$ cat src/rtl/pipeline_pkg.sv
// Shared pipeline encodings: result-select codes and load funct3 codes.
// Used by the writeback stage and its load extender.
package pipeline_pkg;

  typedef enum logic [1:0] {
    RES_ALU  = 2'b00,
    RES_LOAD = 2'b01,
    RES_PC4  = 2'b10,
    RES_RSVD = 2'b11
  } result_src_e;

  typedef enum logic [2:0] {
    LD_LB  = 3'b000,
    LD_LH  = 3'b001,
    LD_LW  = 3'b010,
    LD_LBU = 3'b100,
    LD_LHU = 3'b101
  } load_type_e;

  localparam logic [2:0] F3_LB  = LD_LB;
  localparam logic [2:0] F3_LH  = LD_LH;
  localparam logic [2:0] F3_LW  = LD_LW;
  localparam logic [2:0] F3_LBU = LD_LBU;
  localparam logic [2:0] F3_LHU = LD_LHU;

endpackage

$ cat src/rtl/writeback_stage_if.sv
// M-to-W pipeline bundle: M-stage fields in, register-file write port and status out.
// master drives the M fields; slave is the writeback stage.
interface writeback_stage_if #(
  parameter int WIDTH = 32
);
  logic             ValidM;
  logic             RegWriteM;
  logic [1:0]       ResultSrcM;
  logic [2:0]       LoadTypeM;
  logic [WIDTH-1:0] ALUResultM;
  logic [WIDTH-1:0] ReadDataM;
  logic [WIDTH-1:0] PCPlus4M;
  logic [4:0]       RdM;

  logic             RegWriteW;
  logic [4:0]       RdW;
  logic [WIDTH-1:0] ResultW;
  logic             ValidW;
  logic             MisalignW;

  modport master (
    output ValidM, RegWriteM, ResultSrcM, LoadTypeM, ALUResultM, ReadDataM, PCPlus4M, RdM,
    input  RegWriteW, RdW, ResultW, ValidW, MisalignW
  );

  modport slave (
    input  ValidM, RegWriteM, ResultSrcM, LoadTypeM, ALUResultM, ReadDataM, PCPlus4M, RdM,
    output RegWriteW, RdW, ResultW, ValidW, MisalignW
  );

endinterface

$ cat src/rtl/writeback_stage_load_extend.sv
// Load lane select, sign/zero extension and misalignment detect; purely combinational.
// Misaligned accesses return zero so nothing stale reaches the forwarding path.
module load_extend
  import pipeline_pkg::*;
#(
  parameter int WIDTH = 32
) (
  input  logic [1:0]       addr,
  input  logic [2:0]       funct3,
  input  logic [WIDTH-1:0] rdata,
  output logic [WIDTH-1:0] data,
  output logic             misalign
);

  logic [7:0]  byte_lane;
  logic [15:0] half_lane;

  always_comb begin
    case (addr)
      2'd0:    byte_lane = rdata[7:0];
      2'd1:    byte_lane = rdata[15:8];
      2'd2:    byte_lane = rdata[23:16];
      default: byte_lane = rdata[31:24];
    endcase
    half_lane = addr[1] ? rdata[31:16] : rdata[15:0];
  end

  always_comb begin
    data     = rdata;
    misalign = 1'b0;
    case (funct3)
      F3_LB:  data = {{(WIDTH-8){byte_lane[7]}}, byte_lane};
      F3_LBU: data = {{(WIDTH-8){1'b0}}, byte_lane};
      F3_LH: begin
        misalign = addr[0];
        data     = {{(WIDTH-16){half_lane[15]}}, half_lane};
      end
      F3_LHU: begin
        misalign = addr[0];
        data     = {{(WIDTH-16){1'b0}}, half_lane};
      end
      // LW and every unassigned code behave as a full word
      default: misalign = (addr != 2'b00);
    endcase
    if (misalign) data = '0;
  end

endmodule

$ cat src/rtl/writeback_stage.sv
// M/W pipeline register, result mux and reg-file write gating; 1-cycle M->W, StallW holds, FlushW bubbles.
// Define WRITEBACK_RETIRE_CNT_EN to add the 32-bit RetireCountW retirement counter.
module writeback_stage
  import pipeline_pkg::*;
#(
  parameter int WIDTH = 32
) (
  input  logic              clk,
  input  logic              rst,
  input  logic              StallW,
  input  logic              FlushW,
  writeback_stage_if.slave  wb
`ifdef WRITEBACK_RETIRE_CNT_EN
  ,
  output logic [31:0]       RetireCountW
`endif
);

  logic             valid_q;
  logic             regwrite_q;
  result_src_e      src_q;
  logic [2:0]       ltype_q;
  logic [WIDTH-1:0] alu_q;
  logic [WIDTH-1:0] rdata_q;
  logic [WIDTH-1:0] pc4_q;
  logic [4:0]       rd_q;

  logic [WIDTH-1:0] load_data;
  logic             load_mis;
  logic [WIDTH-1:0] result;
  logic             misalign_w;

  // Flush only kills valid/regwrite; the payload fields are don't-care in a bubble
  always_ff @(posedge clk) begin
    if (!rst) begin
      valid_q    <= 1'b0;
      regwrite_q <= 1'b0;
      src_q      <= RES_ALU;
      ltype_q    <= '0;
      alu_q      <= '0;
      rdata_q    <= '0;
      pc4_q      <= '0;
      rd_q       <= '0;
    end else if (FlushW) begin
      valid_q    <= 1'b0;
      regwrite_q <= 1'b0;
    end else if (!StallW) begin
      valid_q    <= wb.ValidM;
      regwrite_q <= wb.RegWriteM;
      src_q      <= result_src_e'(wb.ResultSrcM);
      ltype_q    <= wb.LoadTypeM;
      alu_q      <= wb.ALUResultM;
      rdata_q    <= wb.ReadDataM;
      pc4_q      <= wb.PCPlus4M;
      rd_q       <= wb.RdM;
    end
  end

  load_extend #(.WIDTH(WIDTH)) u_load_extend (
    .addr     (alu_q[1:0]),
    .funct3   (ltype_q),
    .rdata    (rdata_q),
    .data     (load_data),
    .misalign (load_mis)
  );

  always_comb begin
    result = alu_q;
    case (src_q)
      RES_LOAD: result = load_data;
      RES_PC4:  result = pc4_q;
      default:  result = alu_q;
    endcase
  end

  assign misalign_w   = valid_q & (src_q == RES_LOAD) & load_mis;

  assign wb.ValidW    = valid_q;
  assign wb.RdW       = rd_q;
  assign wb.ResultW   = result;
  assign wb.MisalignW = misalign_w;
  assign wb.RegWriteW = regwrite_q & valid_q & (rd_q != 5'd0) & ~misalign_w;

`ifdef WRITEBACK_RETIRE_CNT_EN
  logic [31:0] retire_cnt;

  // Misaligned loads still leave the pipe, so they count as retired
  always_ff @(posedge clk) begin
    if (!rst) begin
      retire_cnt <= '0;
    end else if (valid_q && !StallW) begin
      retire_cnt <= retire_cnt + 32'd1;
    end
  end

  assign RetireCountW = retire_cnt;
`endif

endmodule

$ cat src/flat_wrapper.sv
// flat-port wrapper written by rule: the top's interface ports become plain ports
module writeback_stage_flat import pipeline_pkg::*;
#(
  parameter int WIDTH = 32
)
  (clk, rst, StallW, FlushW, wb_ValidM, wb_RegWriteM, wb_ResultSrcM, wb_LoadTypeM, wb_ALUResultM, wb_ReadDataM, wb_PCPlus4M, wb_RdM, wb_RegWriteW, wb_RdW, wb_ResultW, wb_ValidW, wb_MisalignW);
  writeback_stage_if #(.WIDTH(WIDTH)) wb_i ();
  input  logic clk;
  input  logic rst;
  input  logic StallW;
  input  logic FlushW;
  input wire logic [$bits(wb_i.ValidM)-1:0] wb_ValidM;
  input wire logic [$bits(wb_i.RegWriteM)-1:0] wb_RegWriteM;
  input wire logic [$bits(wb_i.ResultSrcM)-1:0] wb_ResultSrcM;
  input wire logic [$bits(wb_i.LoadTypeM)-1:0] wb_LoadTypeM;
  input wire logic [$bits(wb_i.ALUResultM)-1:0] wb_ALUResultM;
  input wire logic [$bits(wb_i.ReadDataM)-1:0] wb_ReadDataM;
  input wire logic [$bits(wb_i.PCPlus4M)-1:0] wb_PCPlus4M;
  input wire logic [$bits(wb_i.RdM)-1:0] wb_RdM;
  output wire logic [$bits(wb_i.RegWriteW)-1:0] wb_RegWriteW;
  output wire logic [$bits(wb_i.RdW)-1:0] wb_RdW;
  output wire logic [$bits(wb_i.ResultW)-1:0] wb_ResultW;
  output wire logic [$bits(wb_i.ValidW)-1:0] wb_ValidW;
  output wire logic [$bits(wb_i.MisalignW)-1:0] wb_MisalignW;
  assign wb_i.ValidM = wb_ValidM;
  assign wb_i.RegWriteM = wb_RegWriteM;
  assign wb_i.ResultSrcM = wb_ResultSrcM;
  assign wb_i.LoadTypeM = wb_LoadTypeM;
  assign wb_i.ALUResultM = wb_ALUResultM;
  assign wb_i.ReadDataM = wb_ReadDataM;
  assign wb_i.PCPlus4M = wb_PCPlus4M;
  assign wb_i.RdM = wb_RdM;
  assign wb_RegWriteW = wb_i.RegWriteW;
  assign wb_RdW = wb_i.RdW;
  assign wb_ResultW = wb_i.ResultW;
  assign wb_ValidW = wb_i.ValidW;
  assign wb_MisalignW = wb_i.MisalignW;
  writeback_stage #(.WIDTH(WIDTH)) u_core (.clk(clk), .rst(rst), .StallW(StallW), .FlushW(FlushW), .wb(wb_i));
endmodule
$ cat config.mk
export PLATFORM = sky130hd
export DESIGN_NAME = writeback_stage_flat
export DESIGN_NICKNAME = d
export VERILOG_FILES = /design/src/rtl/pipeline_pkg.sv /design/src/rtl/writeback_stage_if.sv /design/src/rtl/writeback_stage_load_extend.sv /design/src/rtl/writeback_stage.sv /design/src/flat_wrapper.sv
export SDC_FILE = /design/constraint.sdc
export NUM_CORES = 1
export LEC_CHECK = 0
export ABC_AREA = 1
export CORE_ASPECT_RATIO = 0.6
export CORE_MARGIN = 2
export CORE_UTILIZATION = 35
export DETAILED_ROUTE_END_ITERATION = 12
export GPL_TIMING_DRIVEN = 1
export PLACE_DENSITY = 0.7
export SYNTH_ARGS = -nofsm -noshare
export SYNTH_HDL_FRONTEND = slang
export SYNTH_SLANG_ARGS = --single-unit
$ cat constraint.sdc
create_clock -name clk -period 1.3 [get_ports clk]
set_input_delay 0.13 -clock clk [delete_from_list [all_inputs] [get_ports clk]]
set_output_delay 0.13 -clock clk [all_outputs]
set_load 0.01 [all_outputs]
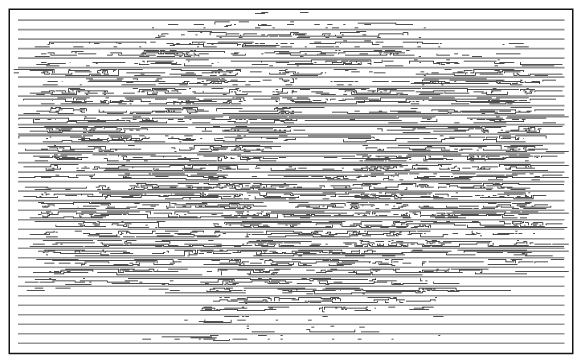
Fig. 1. The metal 1 layer.
Supply wires on this layer in grey.
The layer holds 49% of the routed length. The wires run mostly horizontal. The longest straight run is 56.1 um. 988 nets have wire on it.
vias post-DR: 5977
WL final: 19.8 mm

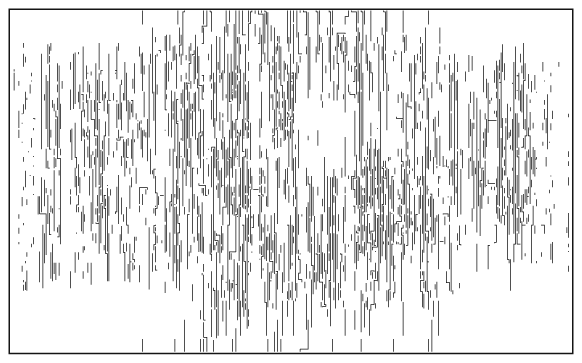
Fig. 2. Met2 routing.
The longest straight run is 49.0 um. The wires run mostly vertical. The layer holds 41% of the routed length. 869 nets have wire on it. The layer carries 8120 um of wire.

==> impl_metrics.yaml <==
# generated from flow reports
floorplan:
  num_tap_cells: 198
  dieArea_um2: 15800
  row_count: 34
sta:
  setup_viol: 34
  hold_viol_final: 0
  maxSlewViolCount: 0
  setup_ws_ns: -0.700
setup_path:
  r2r_start: "u_core.alu_q[0]"
  cp_max_fo: 8
  timing.rr.end: "u_core.alu_q[0]"
  crit_chain: "buf_6 > o21ai_4 > nand2_8 > nor2_1 > nand2_2 > a21oi_2 > clkdlybuf4s15_2"
min_path:
  min_path_type: "input pin to flop"
  min_path_cells: 4
synthesis:
  avgSynthCellArea_um2: 6.63
  yosysMostFrequentCell: "nor2_1"
  edf_count: 0
  ys_warn_count: 0
  area_leaders: "dfxtp_1 (42%), nor2_1 (19%), o21ai_0 (12%), nand2_1 (6.9%), a21oi_1 (6.6%)"
layout:
  buffers: 262
  syn_to_final_growth_pct: 64.5
  layout_top_cells: "nor2_1 (251), o21ai_0 (114), clkdlybuf4s50_1 (110)"
outcome:
  status: "finished with violations"
  failed_checks: "negative setup slack"
placement:
  placed_cells: 1159
  dpl.hpwl_mm: 13.4
  post_dp_cell_area_um2: 7490
power_and_ir_drop:
  vdd_drop_max_mv: 0.667
  switching_share_pct: 31.1
global_routing:
  grt_pass1_wl_mm: 30.3
  globalRouteMet2Util_pct: 36.0
  grt_max_degree: 68
detailed_routing:
  drtPass1Iterations: 5
clocking:
  holdBufCountCts: 0
